### src/rtl/wb_write_sequencer.sv
// Write-back sequencer: selects the write-back data and drives the single
// register file write port. An instruction with two destinations takes two
// cycles. A is written first, B is held for one cycle, and upstream is stalled
// for that cycle. Writes to r0 are discarded.
// Optional feature macro: WB_FWD_EN adds the combinational forwarding outputs
// fwd_valid / fwd_addr / fwd_data. These show the write that is in flight.
module wb_write_sequencer #(
    parameter int DATA_WIDTH     = 32,
    parameter int REG_ADDR_WIDTH = 5
) (
    input  logic                      clk,
    input  logic                      rst,
    input  logic                      valid_in,
    input  logic                      write_back_mux_sel_in,
    input  logic [DATA_WIDTH-1:0]     alu_data_in,
    input  logic [DATA_WIDTH-1:0]     mem_data_in,
    input  logic [DATA_WIDTH-1:0]     hi_data_in,
    input  logic [REG_ADDR_WIDTH-1:0] reg_a_wr_addr_in,
    input  logic [REG_ADDR_WIDTH-1:0] reg_b_wr_addr_in,
    input  logic                      reg_a_wr_en_in,
    input  logic                      reg_b_wr_en_in,
    output logic                      ready_out,
    output logic                      rf_wr_en,
    output logic [REG_ADDR_WIDTH-1:0] rf_wr_addr,
    output logic [DATA_WIDTH-1:0]     rf_wr_data
`ifdef WB_FWD_EN
    ,
    output logic                      fwd_valid,
    output logic [REG_ADDR_WIDTH-1:0] fwd_addr,
    output logic [DATA_WIDTH-1:0]     fwd_data
`endif
);

    typedef enum logic {
        IDLE    = 1'b0,
        WRITE_B = 1'b1
    } state_t;

    state_t                    state_reg;
    state_t                    state_next;
    logic [REG_ADDR_WIDTH-1:0] pend_addr_reg;
    logic [DATA_WIDTH-1:0]     pend_data_reg;

    logic                      wr_en_next;
    logic [REG_ADDR_WIDTH-1:0] wr_addr_next;
    logic [DATA_WIDTH-1:0]     wr_data_next;
    logic                      pend_load;

    logic                      eff_a;
    logic                      eff_b;
    logic                      same_addr;
    logic [DATA_WIDTH-1:0]     a_data;

    // Effective write requests. A write to r0 is never a real request.
    assign eff_a     = valid_in && reg_a_wr_en_in && (reg_a_wr_addr_in != '0);
    assign eff_b     = valid_in && reg_b_wr_en_in && (reg_b_wr_addr_in != '0);
    assign same_addr = (reg_a_wr_addr_in == reg_b_wr_addr_in);
    assign a_data    = write_back_mux_sel_in ? mem_data_in : alu_data_in;
    assign ready_out = (state_reg == IDLE);

    // State register.
    always_ff @(posedge clk or posedge rst) begin
        if (rst) begin
            state_reg <= IDLE;
        end else begin
            state_reg <= state_next;
        end
    end

    // Next-state logic. Only a dual write to two different registers needs the extra cycle.
    always_comb begin
        state_next = state_reg;
        case (state_reg)
            IDLE:    if (eff_a && eff_b && !same_addr) state_next = WRITE_B;
            WRITE_B: state_next = IDLE;
            default: state_next = IDLE;
        endcase
    end

    // Output logic: next write-port values and pending-B capture. Address and data hold when idle.
    always_comb begin
        wr_en_next   = 1'b0;
        wr_addr_next = rf_wr_addr;
        wr_data_next = rf_wr_data;
        pend_load    = 1'b0;
        case (state_reg)
            IDLE: begin
                if (eff_b && (!eff_a || same_addr)) begin
                    // B alone, or both to one register: B wins and there is no stall
                    wr_en_next   = 1'b1;
                    wr_addr_next = reg_b_wr_addr_in;
                    wr_data_next = hi_data_in;
                end else if (eff_a) begin
                    wr_en_next   = 1'b1;
                    wr_addr_next = reg_a_wr_addr_in;
                    wr_data_next = a_data;
                    pend_load    = eff_b;
                end
            end
            WRITE_B: begin
                wr_en_next   = 1'b1;
                wr_addr_next = pend_addr_reg;
                wr_data_next = pend_data_reg;
            end
            default: ;
        endcase
    end

    // Registered write port.
    always_ff @(posedge clk or posedge rst) begin
        if (rst) begin
            rf_wr_en   <= 1'b0;
            rf_wr_addr <= '0;
            rf_wr_data <= '0;
        end else begin
            rf_wr_en   <= wr_en_next;
            rf_wr_addr <= wr_addr_next;
            rf_wr_data <= wr_data_next;
        end
    end

    // Pending B destination. It is captured while A is written, and reset discards it.
    always_ff @(posedge clk or posedge rst) begin
        if (rst) begin
            pend_addr_reg <= '0;
            pend_data_reg <= '0;
        end else if (pend_load) begin
            pend_addr_reg <= reg_b_wr_addr_in;
            pend_data_reg <= hi_data_in;
        end
    end

`ifdef WB_FWD_EN
    // Forwarding view of the write in flight. The held B has priority over the port registers.
    always_comb begin
        fwd_valid = rf_wr_en || (state_reg == WRITE_B);
        fwd_addr  = rf_wr_addr;
        fwd_data  = rf_wr_data;
        if (state_reg == WRITE_B) begin
            fwd_addr = pend_addr_reg;
            fwd_data = pend_data_reg;
        end
    end
`endif

endmodule

### config.mk
export PLATFORM = sky130hd
export DESIGN_NAME = wb_write_sequencer
export DESIGN_NICKNAME = d
export VERILOG_FILES = /design/src/rtl/wb_write_sequencer.sv
export SDC_FILE = /design/constraint.sdc
export NUM_CORES = 1
export LEC_CHECK = 0
export CORE_ASPECT_RATIO = 1.75
export CORE_MARGIN = 3
export CORE_UTILIZATION = 40
export CTS_BUF_LIST = sky130_fd_sc_hd__clkbuf_4 sky130_fd_sc_hd__clkbuf_8 sky130_fd_sc_hd__clkbuf_16
export DETAILED_ROUTE_END_ITERATION = 6
export PLACE_DENSITY = 0.71
export SLEW_MARGIN = 20
export SYNTH_ARGS = -nofsm -noshare
export SYNTH_HDL_FRONTEND = slang
export SYNTH_SLANG_ARGS = --single-unit
### constraint.sdc
create_clock -name clk -period 7.61 [get_ports clk]
set_clock_uncertainty 0.1 [all_clocks]
set_input_delay 1.1415 -clock clk [delete_from_list [all_inputs] [get_ports clk]]
set_output_delay 1.1415 -clock clk [all_outputs]
set_load 0.01 [all_outputs]
**Run 1: routing congestion map**

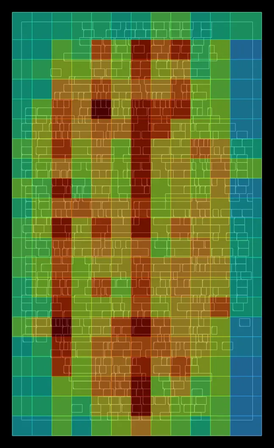
grt met1 use: 25.17%
GRT met2 Usage: 40.91%
drt wl/cell: 19.93 µm

**Run 1: M1 wires**

Scale bar: 20 µm. Supply wires on this layer in gray. Cells faint in the background.
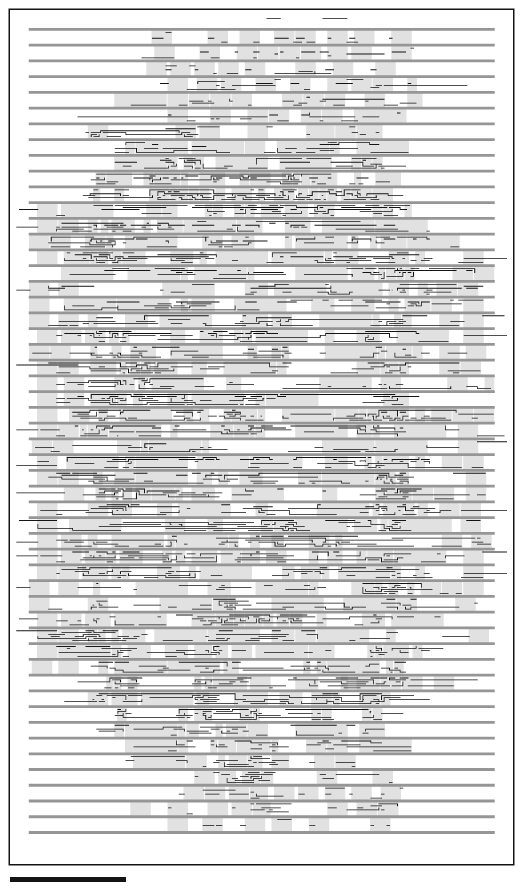
- nets with wire on the layer: 610
- wire length on this layer: 5190 µm

==> Slide: Implementation Results, run 1 <==
Physical Implementation Snapshot

Power and ir drop
  • Combinational share of power: between 20% and 30%
  • Flip-flop and latch power: around 0.53 mW
  • Comb pwr: ~0.37 mW
  • Internal power: roughly 0.94 mW
  • Biggest consumer: sequential cells
  • LEAKAGE: about 2.7 nW
  • Clock share of power: between 30% and 40%
  • Max VDD drop: roughly 130 µV
  • Power consumption: ~1.3 mW
  • Sw power: 0.3731 mW
  • Switching share of power: 28.49%
  • Seq pwr share: roughly 41%
  • Power Density: between 200 and 250 nW/µm²
  • Clk. pwr: about 0.40 mW

Global routing
  • Number of global-route vias before repair: between 4000 and 5000
  • Initial antenna violation count: 0
  • Met3 Use GR: ~3.6%
  • Busiest grt layer: met2
  • Global-route wire length before repair: between 20 and 25 mm
  • Gr ovfl total: 0
  • Pin count of the biggest net entering global routing: about 77

Run
  • Max Cap Viol: 0
  • Tool warnings: 26

Setup path
  • Slowest CP cell: o21ai_4
  • Largest fanout on the critical path: 38
  • Crit end category: flop
  • CP startpoint: reg_a_wr_addr_in[0]
  • Crit path to: pend_data_reg[15]
  • Req. time, crit path: approximately 7.7 ns
  • R2r endpoint: pend_data_reg[15]
  • Worst path max stage delay: about 0.84 ns
  • Critical-path cell list: clkdlybuf4s50_1 -> or4_1 -> o21ai_4 -> a21oi_4 -> and3_2 -> mux2_1
  • WP data arrival: between 4 and 5 ns
  • Stages on the worst setup path: 6
  • Worst R2R Path Depth: 4
  • Delay-heaviest family, CP: simple AND/OR/NAND/NOR gates
  • R2R setup slack: 4.59 ns
  • Worst r2r src: state_reg
  • CP bufs+invs: 1
  • Startpoint Class: input port
  • Critical path class: in -> reg

Logic synthesis
  • Yosys warns: 0
  • Area leader, netlist: dfrtp_1
  • Post-synthesis cell area: between 4000 and 5000 µm²
  • Avg Inst Size Synth: roughly 9.9 µm²
  • Adder-cell share of the synthesized area: 0%
  • Ao+oa area frac: about a quarter
  • Ys flops: between 70 and 80
  • AND/OR/NAND/NOR Cells, Area Fraction: about a tenth
  • Yosys stat area: between 4000 and 5000 µm²
  • Most frequent cell after synthesis: dfrtp_1
  • Most frequent cells after synthesis: 76 x dfrtp_1, 65 x a21oi_1, 42 x nand2_1
  • Post-synth ARST share: 100.0%
  • Synth Area in XOR/XNOR: 0.9568%
  • Top cells by area, synth: dfrtp_1 42%, mux2_1 9.1%, o211ai_2 7.9%, a21oi_1 7.1%, a221o_1 7.0%
  • Main logic family: AND-OR/OR-AND gates
  • Yosys top cell area share: just over 40%
  • EDFF count, synth: 0
  • Mux frac, synth: ~16%
  • Yosys Instances: approximately 460
  • Synth Net Count: 572
  • Post-Syn Instances: ~460
  • Register share after synthesis: approximately 42%
  • Netlist cell types: 30

Place
  • Place WS: 2.823 ns
  • RePlAce Congestion: 0.8284
  • Placed instance count: just over 700
  • Port Buf Inserts: approximately 150
  • Area after DPL: 6106 µm²
  • HPWL after DPL: approximately 9.7 mm

STA
  • WHS: roughly 0.37 ns
  • Slew Viols, Final: 0
  • Total Neg Setup Slack: 0 ns
  • Final Critical Period: about 4.4 ns
  • Slew @ Worst Pin: ~1.1 ns
  • Max Fclk: 225.4 MHz
  • RSZ-0062 raised after global routing: false
  • Final setup vio count: 0
  • Final Hold Viols: 0
  • Final setup margin: roughly 3.2 ns
  • Slew headroom: between 20% and 30%
  • Fin crit share: 58.29%

Die
  • DIE AREA: around 13000 µm²
  • # rows: approximately 51
  • Core region area: 11170 µm²
  • Fp util: roughly 41%
  • Tap cells: about 130
  • Die H: approximately 150 µm
  • I/O Pins: between 150 and 200
  • Die Wd: between 80 and 90 µm

Cells and area
  • Logic area: 2376 µm²
  • Area Growth Syn to Fin: 39.50%
  • Combinational share of cell area: between 30% and 40%
  • Fillers: around 990
  • CLK BUF: 14
  • Seq_cells: 76
  • Clk cell area share: 4.370%
  • Share of cells above drive strength 1: 9.864%
  • Fin cells: roughly 700
  • Logic Gate Count: a little over 300
  • Antenna cell count: 0
  • Logic inverters: 34
  • Fin area: 6385 µm²
  • Largest class: combinational gates
  • Top Layout Cells: 149 x clkdlybuf4s50_1, 76 x dfrtp_1, 64 x a21oi_1, 41 x nand2_1
  • Nets: between 600 and 700
  • Non-clk bufs: 155
  • Flop area: ~1900 µm²
  • Core Util, Final: a little under three fifths
  • Flop share of the area: between 20% and 30%
  • Dominant logic cell type in the layout: clkdlybuf4s50_1

Route
  • Met2 wire length: 7.819 mm
  • Routed length on met1: roughly 5.2 mm
  • Routed Antenna Nets: 0
  • Met3 wire length: 818 µm
  • DR iter-0 viols: between 200 and 300
  • Initial DRT Pass Iterations: 5
  • Residual DRC count: 0
  • DR top layer: met4
  • Vias per cell: 5.972
  • DRT Wirelength: ~14 mm
  • Vias: 4300

Clock network
  • Clock buffer count from CTS: 9
  • Insertion Delay late pin: 0.33 ns
  • Clk sinks: between 70 and 80
  • CTS max path bufs: 2
  • Cts hold-fix bufs: 0
  • Post_cts resized: 0
  • Post-CTS Setup Bufs: 0
  • CTS Root Cell: clkbuf_16
  • Clk slew on worst S/H paths: roughly 0.06 ns
  • H-tree Lvls: 3
  • CTS tree: built

Min path
  • Hold path cells: 2
  • Hold Crit Class: reg -> reg
  • Critical hold path startpoint: pend_data_reg[1]
  • WHS Endpoint: rf_wr_data[1]

Status
  • Outcome: finished, final reports clean
**Run 1: I/O nets highlighted**

Scale bar: 20 µm.
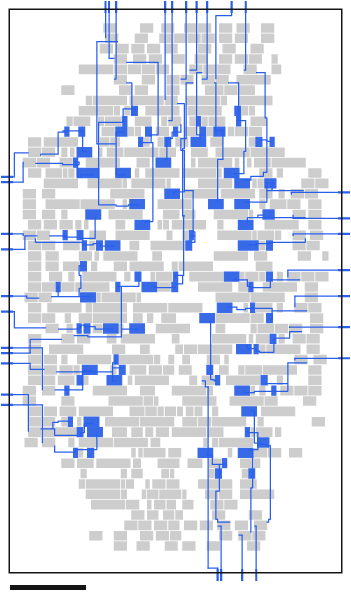
- blue: hi_data_in (bits 32; direction input; edge 11 left, 10 top, 7 right, 4 bottom; end cells 96; buffers 32; wire 1450 µm)

**Run 1: metal layers overlaid**

Only two layers are drawn.
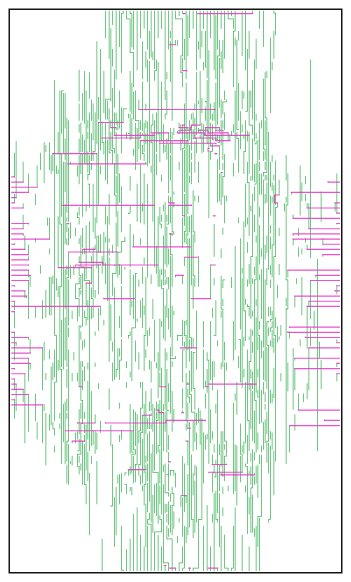

==> run 1 -> run 2 <==
clock period = 4.1 ns   (was 7.61 ns; I/O delays follow)
**Run 2: metal layers overlaid**

Only two layers are drawn.
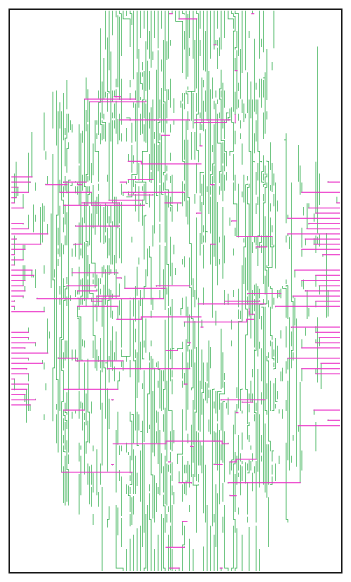
- magenta: M3 (wire length 1000 µm)
- green: M2 (wire length 7890 µm)

**Run 2: routing congestion map**

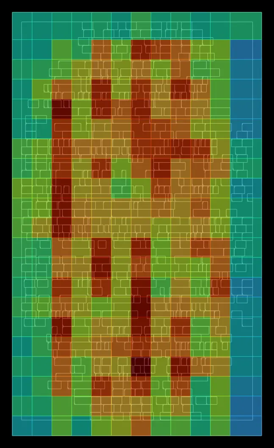
grt met1 use: 26.16%
Core Util, Final: 58.01%
busiest grt layer: met2

==> run 2 against run 1 <==
Wire length grew 1.8%. First-iteration DRC count shrank 22%. Highest routed layer unchanged. Worst hold slack gained 0.0025 ns. Synthesized cell count is the same.
==> Slide: Implementation Results, run 2 <==
Physical Implementation Snapshot

Status
  • Outcome: finished, final reports clean

Cells and area
  • Area Growth Syn to Fin: 41.53%
  • Clk cell area share: 4.906% (+0.54 points)
  • Logic area: 2376 µm² (unchanged)
  • Combinational share of cell area: 36.68% (-0.53 points)
  • Fin area: 6477 µm² (+1.5%)
  • Nets: 702 (+1.0%)
  • Logic inverters: 34 (unchanged)
  • Non-clk bufs: 162 (+4.5%)
  • Fin cells: 727 (+0.97%)
  • Logic Gate Count: 307 (unchanged)
  • Antenna cell count: 0 (unchanged)
  • Flop area: 1902 µm² (unchanged)
  • Fillers: 947 (-4.1%)
  • Seq_cells: 76 (unchanged)
  • Share of cells above drive strength 1: 10.92% (+1.1 points)
  • Top Layout Cells: 149 x clkdlybuf4s50_1, 76 x dfrtp_1, 64 x a21oi_1, 41 x nand2_1
  • Flop share of the area: 29.36% (-0.43 points)
  • CLK BUF: 13 (-1)

Logic synthesis
  • Post-Syn Instances: 460 (unchanged)
  • Ao+oa area frac: 24.00% (unchanged)
  • Adder-cell share of the synthesized area: 0% (unchanged)
  • Ys flops: 76 (unchanged)
  • Avg Inst Size Synth: 9.950 µm² (unchanged)
  • Yosys top cell area share: 41.55% (unchanged)
  • Post-synth ARST share: 100.0% (unchanged)
  • Top cells by area, synth: dfrtp_1 42%, mux2_1 9.1%, o211ai_2 7.9%, a21oi_1 7.1%, a221o_1 7.0%
  • Post-synthesis cell area: 4577 µm² (unchanged)
  • Most frequent cell after synthesis: dfrtp_1
  • AND/OR/NAND/NOR Cells, Area Fraction: 10.11% (unchanged)
  • EDFF count, synth: 0 (unchanged)
  • Yosys Instances: 460 (unchanged)
  • Yosys warns: 0 (unchanged)
  • Yosys stat area: 4577 µm² (unchanged)
  • Main logic family: AND-OR/OR-AND gates
  • Netlist cell types: 30 (unchanged)
  • Synth Area in XOR/XNOR: 0.9568% (unchanged)
  • Register share after synthesis: 41.55% (unchanged)
  • Synth Net Count: 572 (unchanged)

Route
  • DR iter-0 viols: 233 (-22%)
  • Met2 wire length: 7.889 mm (+0.90%)
  • DRT Wirelength: 14.61 mm (+1.8%)
  • Residual DRC count: 0 (unchanged)
  • Drt wl/cell: 20.09 µm (+0.81%)
  • DR top layer: met4
  • Met3 wire length: 1.002 mm (+22%)
  • Routed length on met1: 5.167 mm (-0.46%)
  • Vias: 4335 (+0.81%)
  • Initial DRT Pass Iterations: 5 (unchanged)

Run
  • Tool warnings: 26 (unchanged)
  • Max Cap Viol: 0 (unchanged)

Global routing
  • Number of global-route vias before repair: 4659 (+0.76%)
  • Pin count of the biggest net entering global routing: 59 (-23%)
  • Global-route wire length before repair: 23.36 mm (+1.1%)
  • Initial antenna violation count: 0 (unchanged)
  • Gr ovfl total: 0 (unchanged)
  • Met3 Use GR: 4.016% (+0.45 points)
  • GRT met2 Usage: 41.17% (+0.27 points)

Setup path
  • WP data arrival: 3.11 ns (-1.44 ns)
  • Crit path to: pend_data_reg[9]
  • Delay-heaviest family, CP: simple AND/OR/NAND/NOR gates
  • Startpoint Class: input port
  • Worst path max stage delay: 0.58 ns (-0.26 ns)
  • Critical-path cell list: clkdlybuf4s50_1 -> or4_1 -> o21ai_4 -> a21oi_4 -> and3_2 -> mux2_1
  • Stages on the worst setup path: 6 (unchanged)
  • CP bufs+invs: 1 (unchanged)
  • Req. time, crit path: 4.21 ns (-3.51 ns)
  • Largest fanout on the critical path: 38 (unchanged)
  • Worst R2R Path Depth: 4 (unchanged)
  • Critical path class: in -> reg

Min path
  • WHS Endpoint: rf_wr_data[18]
  • Hold path cells: 2 (unchanged)
  • Critical hold path startpoint: pend_data_reg[18]
  • Hold Crit Class: reg -> reg

STA
  • Slew headroom: 32.55% (+9.0 points)
  • Fin crit share: between 70% and 80%
  • Final setup margin: 1.104 ns (-2.070 ns)
  • Final Critical Period: roughly 3 ns
  • WHS: 0.3775 ns (+0.002540 ns)
  • Max Fclk: ~330 MHz
  • Total Neg Setup Slack: 0 ns (unchanged)
  • Slew @ Worst Pin: 1.012 ns (-0.1327 ns)
  • Slew Viols, Final: 0 (unchanged)
  • Final Hold Viols: 0 (unchanged)

Place
  • RePlAce Congestion: 0.8635 (+4.2%)
  • Port Buf Inserts: 150 (unchanged)
  • Placed instance count: 711 (+0.99%)
  • HPWL after DPL: 9.863 mm (+1.6%)

Clock network
  • CTS max path bufs: 2 (unchanged)
  • Clk slew on worst S/H paths: 0.06 ns (about the same)
  • Clock buffer count from CTS: 9 (unchanged)
  • CTS tree: built
  • CTS Root Cell: clkbuf_16
  • Post_cts resized: 0 (unchanged)
  • Insertion Delay late pin: 0.33 ns (about the same)
  • Cts hold-fix bufs: 0 (unchanged)
  • Clk sinks: 76 (unchanged)

Power and ir drop
  • Sw power: 0.7049 mW (+89%)
  • Power consumption: 2.524 mW (+93%)
  • Switching share of power: 27.93% (-0.57 points)
  • Max VDD drop: 238.5 µV (+89%)
  • Combinational share of power: 27.7% (-0.8 points)
  • LEAKAGE: 2.797 nW (+1.8%)
  • Clk. pwr: 0.826 mW (+110%)
  • Clock share of power: 32.7% (+2.0 points)
  • Power Density: 389.7 nW/µm² (+90%)

Die
  • Fp util: 40.99% (unchanged)
  • Die Wd: 86.86 µm (unchanged)
  • Die H: 147.5 µm (unchanged)
  • Core region area: 11170 µm² (unchanged)
  • # rows: 51 (unchanged)
  • Tap cells: 132 (unchanged)
  • DIE AREA: 12810 µm² (unchanged)
Power and IR drop assume default switching activity.
